[src/rtl/shift_unit_seq.sv]
//------------------------------------------------------------------------------
// shift_unit_seq : iterative barrel shifter (SLL/SRL/SRA/ROR), one shamt bit per cycle
// Revision: 1.0
//------------------------------------------------------------------------------
`default_nettype none

module shift_unit_seq #(
  parameter  int WIDTH = 32,
  localparam int SHW   = $clog2(WIDTH)
) (
  input  logic             clk,
  input  logic             reset,
  input  logic             start,
  input  logic [1:0]       mode,
  input  logic [WIDTH-1:0] data_in,
  input  logic [SHW-1:0]   shamt,
  output logic             busy,
  output logic             done,
  output logic [WIDTH-1:0] result
);

  localparam int KW = $clog2(SHW);

  localparam logic [1:0] S_IDLE  = 2'd0;
  localparam logic [1:0] S_SHIFT = 2'd1;
  localparam logic [1:0] S_DONE  = 2'd2;

  localparam logic [1:0] M_SLL = 2'b00;
  localparam logic [1:0] M_SRL = 2'b01;
  localparam logic [1:0] M_SRA = 2'b10;

  localparam logic [KW-1:0] K_LAST = KW'(SHW - 1);

  logic [1:0]       state_q, state_d;
  logic [KW-1:0]    k_q, k_d;
  logic [WIDTH-1:0] work_q, work_d;
  logic [SHW-1:0]   shamt_q, shamt_d;
  logic [1:0]       mode_q, mode_d;
  logic             fill_q, fill_d;
  logic [WIDTH-1:0] result_q, result_d;

  logic             accept;
  logic             last_stage;
  logic [SHW-1:0]   amt;
  logic [SHW-1:0]   amt_neg;
  logic [WIDTH-1:0] stage;
  logic [WIDTH-1:0] work_step;

  assign accept     = start && ((state_q == S_IDLE) || (state_q == S_DONE));
  assign last_stage = (state_q == S_SHIFT) && (k_q == K_LAST);

  // State register
  always_ff @(posedge clk) begin
    if (reset) begin
      state_q  <= S_IDLE;
      k_q      <= '0;
      work_q   <= '0;
      shamt_q  <= '0;
      mode_q   <= '0;
      fill_q   <= 1'b0;
      result_q <= '0;
    end else begin
      state_q  <= state_d;
      k_q      <= k_d;
      work_q   <= work_d;
      shamt_q  <= shamt_d;
      mode_q   <= mode_d;
      fill_q   <= fill_d;
      result_q <= result_d;
    end
  end

  // Next-state logic
  always_comb begin
    state_d = state_q;
    case (state_q)
      S_IDLE:  if (accept) state_d = S_SHIFT;
      S_SHIFT: if (last_stage) state_d = S_DONE;
      S_DONE:  state_d = accept ? S_SHIFT : S_IDLE;
      default: state_d = S_IDLE;
    endcase
  end

  // One stage of the log shifter: move by 2^k when shamt bit k is set
  always_comb begin
    amt     = SHW'(1) << k_q;
    amt_neg = -amt;
    case (mode_q)
      M_SLL:   stage = work_q << amt;
      M_SRL:   stage = work_q >> amt;
      M_SRA:   stage = (work_q >> amt) | (fill_q ? ~({WIDTH{1'b1}} >> amt) : '0);
      default: stage = (work_q >> amt) | (work_q << amt_neg);
    endcase
    work_step = shamt_q[k_q] ? stage : work_q;
  end

  always_comb begin
    k_d      = k_q;
    work_d   = work_q;
    shamt_d  = shamt_q;
    mode_d   = mode_q;
    fill_d   = fill_q;
    result_d = result_q;
    if (accept) begin
      work_d  = data_in;
      shamt_d = shamt;
      mode_d  = mode;
      fill_d  = (mode == M_SRA) ? data_in[WIDTH-1] : 1'b0;
      k_d     = '0;
    end else if (state_q == S_SHIFT) begin
      work_d = work_step;
      k_d    = last_stage ? '0 : k_q + KW'(1);
      if (last_stage) result_d = work_step;
    end
  end

  // Outputs
  always_comb begin
    busy   = (state_q == S_SHIFT);
    done   = (state_q == S_DONE);
    result = result_q;
  end

endmodule

`default_nettype wire

[config.mk]
export PLATFORM = sky130hd
export DESIGN_NAME = shift_unit_seq
export DESIGN_NICKNAME = d
export VERILOG_FILES = /design/src/rtl/shift_unit_seq.sv
export SDC_FILE = /design/constraint.sdc
export NUM_CORES = 1
export LEC_CHECK = 0
export ABC_AREA = 1
export CAP_MARGIN = 40
export CORE_AREA = 5 5 127 129
export CTS_CLUSTER_SIZE = 40
export DETAILED_ROUTE_END_ITERATION = 8
export DIE_AREA = 0 0 132 134
export PLACE_DENSITY_LB_ADDON = 0.2
export REMOVE_ABC_BUFFERS = 1
export SLEW_MARGIN = 20
export SYNTH_ARGS = -nofsm -noshare
export SYNTH_HDL_FRONTEND = slang
export SYNTH_SLANG_ARGS = --single-unit
[constraint.sdc]
create_clock -name clk -period 4.31 [get_ports clk]
set_clock_uncertainty 0.15 [all_clocks]
set_input_delay 1.293 -clock clk [delete_from_list [all_inputs] [get_ports clk]]
set_output_delay 1.293 -clock clk [all_outputs]
set_load 0.05 [all_outputs]
==> impl_metrics.env <==
# source this file to load flow results
export IMPL_max_stage_delay_ps=520
export IMPL_area_growth_pct=14.0
export IMPL_tightestPinTransition_ps=907
export IMPL_hp_start="shamt_q[3]"
export IMPL_crit_chain="inv_1 > ha_1 > inv_1 > nor2_4 > nand2_1 > nand2_1 > nand2_1 > nand3_1 > nand2_1 > nand2_1 > nand3_1 > a21oi_1 > nand2_1 > nand2_1 > a21oi_1"
export IMPL_crit_type="flip-flop to flip-flop"
export IMPL_status="complete, but fails checks"
export IMPL_fp_dieW_um=132
export IMPL_post_route_period_util=0.798
export IMPL_grt_max_degree=65
export IMPL_hold_viol=0
export IMPL_r2r_cells=15
export IMPL_maxSlewViolCount=0
export IMPL_placed_cells=1906
export IMPL_cp_arrival_ps=3520
export IMPL_cp_end_kind="flip-flop"
export IMPL_track_usage=0.431
export IMPL_hold_path_class="flip-flop to flip-flop"
export IMPL_rsz0062_at_grt="false"
export IMPL_ys_seq_frac=0.176
export IMPL_ant_nets=0
export IMPL_setup_violations=0
export IMPL_holdPathEnd="shamt_q[3]"
export IMPL_die_area_sq_um=17700
export IMPL_busiest_layer="met2"
export IMPL_warnings=29
export IMPL_first_pass_iters=9
export IMPL_gp_congestion=1.12
export IMPL_mostFrequentLayoutCell="nand2_1"
export IMPL_synth_avg_cell_area_sq_um=5.13
export IMPL_via_per_inst=6.57
export IMPL_relSlewSlack=0.395
export IMPL_max_freq_mhz=291
export IMPL_fp_util=0.588
export IMPL_grt_pass1_wl_um=60500
export IMPL_drtIter0Drc=2298
export IMPL_seq_power_share=0.271
export IMPL_grt_overflow=0
export IMPL_ys_area_sq_um=8770
export IMPL_ios=76
export IMPL_syn_inst=1709
export IMPL_grt_pass1_vias=11500
export IMPL_cellLeakagePower_uw=0.00472
export IMPL_final_cell_mix="645 x nand2_1, 347 x nand3_1, 137 x o21ai_0"
export IMPL_clkSlewWorstSetupHoldPaths_ps=70
export IMPL_cts_root_buffer="clkbuf_16"
export IMPL_crit_required_ps=4400
export IMPL_internal_power_uw=1630
export IMPL_port_buffers=75
export IMPL_power_density_nw_per_um2=289
export IMPL_die_height_um=134
export IMPL_fp_row_count=45
export IMPL_crit_start="k_q[0]"
export IMPL_drc=1
export IMPL_r2r_setup_slack_ps=870
export IMPL_tritoncts="done"
export IMPL_syn_area_sq_um=8770
export IMPL_cp_depth=15
export IMPL_switchingPower_uw=1270
export IMPL_edf_count=0
export IMPL_numSynthFlops=77
export IMPL_drive_above_1_share=0.0484
export IMPL_setup_ws_ps=872
export IMPL_fillCellCount=1468
export IMPL_holdWs_ps=337
export IMPL_comb_power_share=0.429
export IMPL_core_area_sq_um=14900
export IMPL_cts_max_level=3
export IMPL_reg2reg_from="k_q[0]"
export IMPL_use_met3=0.126
export IMPL_critPathLaunchType="flip-flop"
export IMPL_antenna_found_initial=0
export IMPL_synth_main_ff_cell="dfxtp_1"
export IMPL_cts_max_path_buffers=2
export IMPL_hold_buffers=0
export IMPL_async_reset_ff_frac=0
export IMPL_finalInstanceArea_sq_um=10000
export IMPL_met2_usage=0.663
export IMPL_worst_path_dominant_cell_family="simple AND/OR/NAND/NOR gates"
export IMPL_dp_slack_ps=794
export IMPL_post_cts_resized=0
export IMPL_fin_nets=1778
export IMPL_cp_max_fo=23
export IMPL_path_buffers=2
export IMPL_yosys_cells=1709
export IMPL_antenna_cells=0
export IMPL_cts_setup_buffers=0
export IMPL_yosysUniqueCellTypes=37
export IMPL_ir_drop_mv=0.221
export IMPL_violations="DRC"
export IMPL_cpMaxStageDelayCell="nor2_4"
export IMPL_swShare=0.438
export IMPL_dp_hpwl_um=28800
export IMPL_use_met1=0.526
export IMPL_finalCriticalPeriod_ps=3440
export IMPL_crit_path_end="result[31]"
export IMPL_synth_warnings=0
export IMPL_place_area_sq_um=9680
export IMPL_worstReg2RegEnd="result[31]"
==> layout make-up <==
type / count / area (sq um) / area share
flip-flops and latches: 77 / 1540 / 0.154
repair buffers: 118 / 1120 / 0.112
inverters: 124 / 465 / 0.0465
clock inverters: 7 / 98.8 / 0.00988
clock buffers: 9 / 225 / 0.0225
well taps: 188 / 235 / 0.0235
multi-input cells: 1399 / 6310 / 0.631
==> metal layers <==
layer / routed length (um) / part of all wire
met4: 3190 / 0.079
met3: 6230 / 0.15
met5: 23 / 0.00057
met1: 14100 / 0.35
met2: 16800 / 0.42
==> cell usage after synthesis, types with 6 or more instances <==
cell type	n	area, sq um
a21oi_1	107	536
buf_1	13	48.8
buf_2	32	160
clkbuf_1	59	221
dfxtp_1	77	1540
ha_1	7	87.6
inv_1	110	413
inv_2	12	45.0
nand2_1	645	2420
nand3_1	347	1740
nand3b_1	11	82.6
nand4_1	20	125
nor2_1	75	282
o211ai_1	6	45.0
o21ai_0	137	686
o21ai_1	13	65.1
==> tightest hold or removal path, stage by stage (launching register included) <==
cell and delay, ps:
dfxtp_1 330, nor2_1 50, nor2_1 80
==> power by group through the flow <==
| stage | logic (uW) | clock network (uW) | registers, uW |
|---|---|---|---|
| after floorplan | 785 | 0 | 784 |
| after detailed placement | 1170 | 0 | 794 |
| after global routing | 1340 | 892 | 784 |
| after CTS | 1180 | 864 | 779 |
| final | 1240 | 869 | 784 |
| after global placement | 1160 | 0 | 794 |
==> cell families after synthesis <==
group | share of synthesized area
AND/OR/NAND/NOR | 0.542
buffers and inverters | 0.106
AND-OR/OR-AND | 0.166
flip-flops | 0.176
adder cells (fa/ha/maj) | 0.00998
==> registers in the layout, summed over array words and instances (netlist names) <==
signal   cells
shamt_q      5
state_q      2
work_q      32
k_q          3
result      32
mode_q       2
fill_q       1
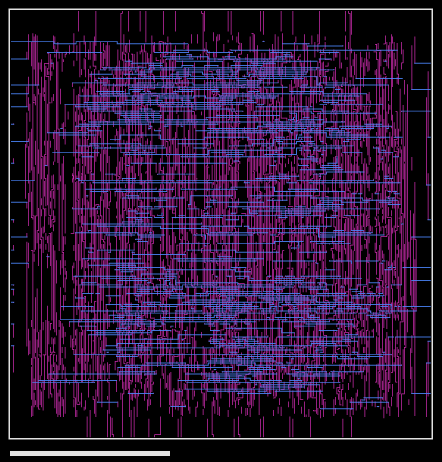
*Signal wires by layer*
Scale bar: 50 um. Only two layers are drawn.
Blue marks met3, wire length 6230 um. Magenta marks met2, wire length 16800 um.
WL final: 40300 um
post-DR wirelength/cell: 21.0 um
Vias: 12.6k

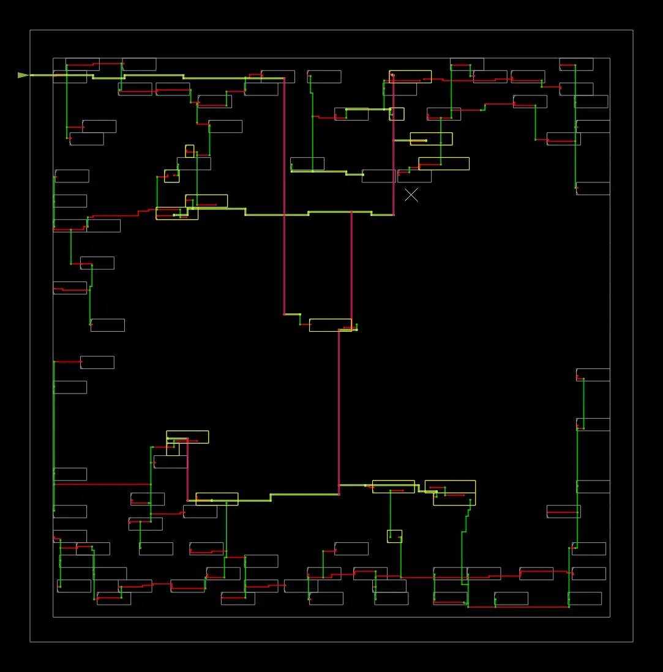
*Clock routing*
CTS Buf Count: 9
Clk power: 869 uW
Sink Count: 77
clk_buf instances: 9

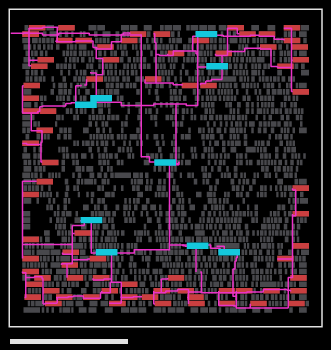
*Clock distribution*
Scale bar: 50 um.
Cyan marks cells driving clock nets, count 9. Magenta marks clock wires, length 1290 um. Red marks flip-flops, count 77.
There are 10 routed clock nets. Position of the flops: spread over the die.
clock group share of total power: 0.300
clock latency on the worst-skew pair: 360 ps

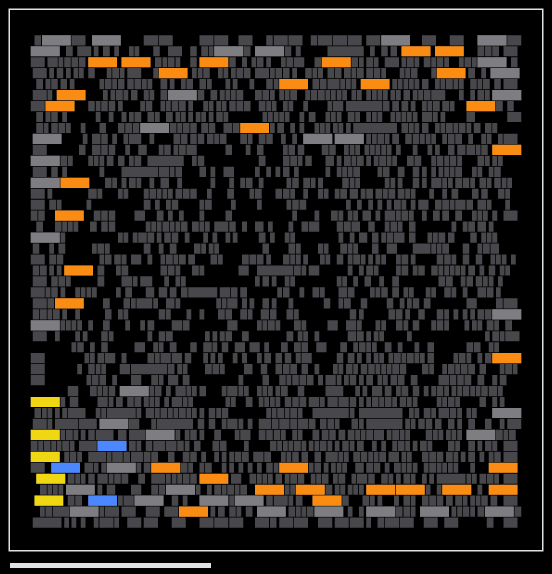
*Register map, names as in the netlist*
Scale bar: 50 um.
Orange marks `work_q`, placed flops 32, where spread over the die. Yellow marks `shamt_q`, placed flops 5, where bottom left. Blue marks `k_q`, placed flops 3.
Another 37 sequential cells are not coloured.
fin util: 0.670
sequential group power: 784 uW

Power is estimated from default activity; no workload was simulated.
